===== src/rtl/sort_8x8bit_if.sv =====
// sort_8x8bit_if: stream-in / stream-out handshake and status bundle for the 8-word sorter
interface sort_8x8bit_if;
  logic       in_valid;
  logic       in_ready;
  logic [7:0] in_data;
  logic       out_valid;
  logic       out_ready;
  logic [7:0] out_data;
  logic       busy;
  logic [4:0] swap_count;
  modport master (output in_valid, in_data, out_ready, input in_ready, out_valid, out_data, busy, swap_count);
  modport slave  (input in_valid, in_data, out_ready, output in_ready, out_valid, out_data, busy, swap_count);
endinterface


===== src/rtl/sort_8x8bit.sv =====
// sort_8x8bit: loads 8 signed words, sorts them by serial odd-even transposition, streams them out ascending
module sort_8x8bit #(
  parameter int DEPTH = 8
) (
  input  logic          clk,
  input  logic          rst,
  sort_8x8bit_if.slave  s
);
  typedef enum logic [1:0] {LOAD, SORT, DRAIN} state_t;
  state_t      r_state;
  logic [7:0]  r_buf [DEPTH];
  logic [2:0]  r_wr_idx;
  logic [2:0]  r_rd_idx;
  logic [2:0]  r_phase;
  logic [1:0]  r_pair;
  logic [4:0]  r_swap_count;
  logic [2:0]  w_i;
  logic [2:0]  w_i1;
  logic [7:0]  w_x;
  logic [7:0]  w_y;
  logic        w_r;
  logic        w_last;
  // even phases compare (0,1)(2,3)(4,5)(6,7); odd phases compare (1,2)(3,4)(5,6)
  assign w_i    = {r_pair, 1'b0} + {2'b00, r_phase[0]};
  assign w_i1   = w_i + 3'd1;
  assign w_x    = r_buf[w_i1];
  assign w_y    = r_buf[w_i];
  assign w_r    = $signed(w_x) < $signed(w_y);
  assign w_last = r_phase[0] ? (r_pair == 2'd2) : (r_pair == 2'd3);
  assign s.in_ready   = r_state == LOAD;
  assign s.out_valid  = r_state == DRAIN;
  assign s.busy       = r_state == SORT;
  assign s.out_data   = r_buf[r_rd_idx];
  assign s.swap_count = r_swap_count;
  // frame FSM: load, one compare-and-swap per cycle, then drain
  always_ff @(posedge clk or posedge rst) begin
    if (rst) begin
      r_state      <= LOAD;
      r_wr_idx     <= '0;
      r_rd_idx     <= '0;
      r_phase      <= '0;
      r_pair       <= '0;
      r_swap_count <= '0;
      for (int k = 0; k < DEPTH; k++) r_buf[k] <= '0;
    end else begin
      case (r_state)
        LOAD: if (s.in_valid) begin
          r_buf[r_wr_idx] <= s.in_data;
          r_wr_idx        <= r_wr_idx + 3'd1;
          if (r_wr_idx == 3'd7) begin
            r_state      <= SORT;
            r_phase      <= '0;
            r_pair       <= '0;
            r_swap_count <= '0;
          end
        end
        SORT: begin
          if (w_r) begin
            r_buf[w_i]   <= w_x;
            r_buf[w_i1]  <= w_y;
            r_swap_count <= r_swap_count + 5'd1;
          end
          if (w_last) begin
            r_phase <= r_phase + 3'd1;
            r_pair  <= '0;
            if (r_phase == 3'd7) begin
              r_state  <= DRAIN;
              r_rd_idx <= '0;
            end
          end else begin
            r_pair <= r_pair + 2'd1;
          end
        end
        DRAIN: if (s.out_ready) begin
          r_rd_idx <= r_rd_idx + 3'd1;
          if (r_rd_idx == 3'd7) r_state <= LOAD;
        end
        default: r_state <= LOAD;
      endcase
    end
  end
endmodule


===== src/flat_wrapper.sv =====
// flat-port wrapper written by rule: the top's interface ports become plain ports
module sort_8x8bit_flat 
#(
  parameter int DEPTH = 8
)
  (clk, rst, s_in_valid, s_in_data, s_out_ready, s_in_ready, s_out_valid, s_out_data, s_busy, s_swap_count);
  sort_8x8bit_if s_i ();
  input  logic clk;
  input  logic rst;
  input wire logic [$bits(s_i.in_valid)-1:0] s_in_valid;
  input wire logic [$bits(s_i.in_data)-1:0] s_in_data;
  input wire logic [$bits(s_i.out_ready)-1:0] s_out_ready;
  output wire logic [$bits(s_i.in_ready)-1:0] s_in_ready;
  output wire logic [$bits(s_i.out_valid)-1:0] s_out_valid;
  output wire logic [$bits(s_i.out_data)-1:0] s_out_data;
  output wire logic [$bits(s_i.busy)-1:0] s_busy;
  output wire logic [$bits(s_i.swap_count)-1:0] s_swap_count;
  assign s_i.in_valid = s_in_valid;
  assign s_i.in_data = s_in_data;
  assign s_i.out_ready = s_out_ready;
  assign s_in_ready = s_i.in_ready;
  assign s_out_valid = s_i.out_valid;
  assign s_out_data = s_i.out_data;
  assign s_busy = s_i.busy;
  assign s_swap_count = s_i.swap_count;
  sort_8x8bit #(.DEPTH(DEPTH)) u_core (.clk(clk), .rst(rst), .s(s_i));
endmodule

===== config.mk =====
export PLATFORM = sky130hd
export DESIGN_NAME = sort_8x8bit_flat
export DESIGN_NICKNAME = d
export VERILOG_FILES = /design/src/rtl/sort_8x8bit_if.sv /design/src/rtl/sort_8x8bit.sv /design/src/flat_wrapper.sv
export SDC_FILE = /design/constraint.sdc
export NUM_CORES = 1
export LEC_CHECK = 0
export ABC_AREA = 1
export CAP_MARGIN = 20
export CORE_MARGIN = 2
export CORE_UTILIZATION = 35
export DETAILED_ROUTE_END_ITERATION = 12
export GPL_ROUTABILITY_DRIVEN = 0
export PLACE_DENSITY = 0.59
export RECOVER_POWER = 100
export SKIP_CTS_REPAIR_TIMING = 1
export SYNTH_ARGS = -nofsm -noshare
export SYNTH_HDL_FRONTEND = slang
export SYNTH_SLANG_ARGS = --single-unit

===== constraint.sdc =====
create_clock -name clk -period 4.47 [get_ports clk]
set_clock_uncertainty 0.05 [all_clocks]
set_input_delay 0.894 -clock clk [delete_from_list [all_inputs] [get_ports clk]]
set_output_delay 0.894 -clock clk [all_outputs]
set_load 0.01 [all_outputs]

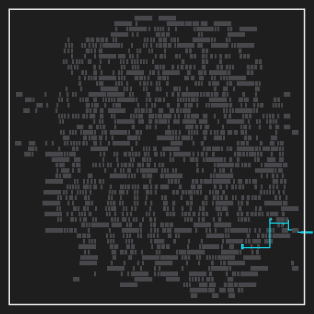
*I/O nets highlighted*
Drawn at 2 px/um.
s_out_valid -> cyan  # bits 1, direction output, end cells 1, wire 49.2 um
I/O pin count: 28
IO Port Bufs: 27

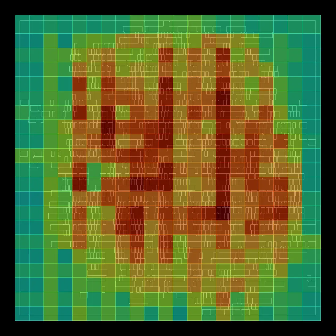
*Congestion heat map*
busiest layer in global routing: met2
total track usage: 26.2%

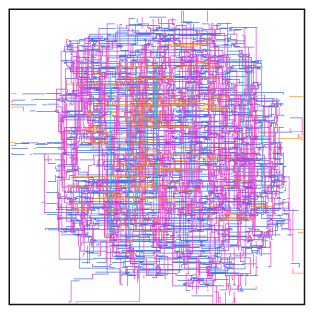
*Metal layers overlaid*
Drawn at 2 px/um.
metal 3 -> orange  # wire length 2360 um
metal 1 -> blue  # wire length 12700 um
metal 2 -> magenta  # wire length 12200 um
metal 4 -> cyan  # wire length 1030 um

==> impl_metrics.json <==
{
  "wl_met1_um": 12700,
  "clk_pin_slew_worst_paths_ns": 0.07,
  "largest_area_cell": "dfrtp_1",
  "outcome": "finished, violations left",
  "power_leader": "combinational logic",
  "synth-seq-cells": 82,
  "grt_pass1_vias": 7360,
  "slew_violations": 57,
  "ys_sh_aoi_pct": 17.3,
  "critPathKind": "reg2reg",
  "fin_area_sq_mm": 0.00799,
  "setup_tns_ns": 0,
  "maxCapViolations": 3,
  "met3_usage_pct": 3.45,
  "violations": "capacitance limit, slew limit",
  "dp_hpwl_um": 20200,
  "path_cells": "inv_2 > nand2_1 > nand2_2 > nand3_1 > clkinvlp_4 > a21oi_1 > nand3_1 > buf_4 > ha_1 > nand2_1 > inv_1 > nand2_1 > nand2_1 > nand2_1 > nand3_2 > nand3_4 > buf_12 > nand3_1 > nand2_1 > nand2_1",
  "maxSlewHeadroom_pct": -5.37,
  "largest_register_ffs": 64,
  "whs_path_depth": 2,
  "syn_to_final_growth_pct": 11.8,
  "r2r.worst_path.cells": 20,
  "drive_above_1_share_pct": 5.92
}
Yosys cell counts:
cell type	number
nand2_4	3
nor3_2	4
dfrtp_1	82
ha_1	19
nor2_2	1
a221oi_1	1
nand3_4	1
buf_6	7
nand2_1	525
o21ai_1	20
buf_4	2
o22ai_1	11
nand4_1	64
o211ai_1	19
buf_2	13
a2bb2oi_1	1
nand3_2	2
a2bb2oi_2	4
inv_1	71
clkinv_1	7
nor2_4	1
a31oi_1	11
buf_1	11
or2_2	3
nor3_1	4
xor2_1	3
o21ai_0	91
nand3b_1	4
nand2_2	2
a21oi_1	47
clkbuf_1	22
nand3_1	48
o2bb2ai_1	1
nor2_1	47
a22o_1	8
o21ba_2	1
inv_2	5
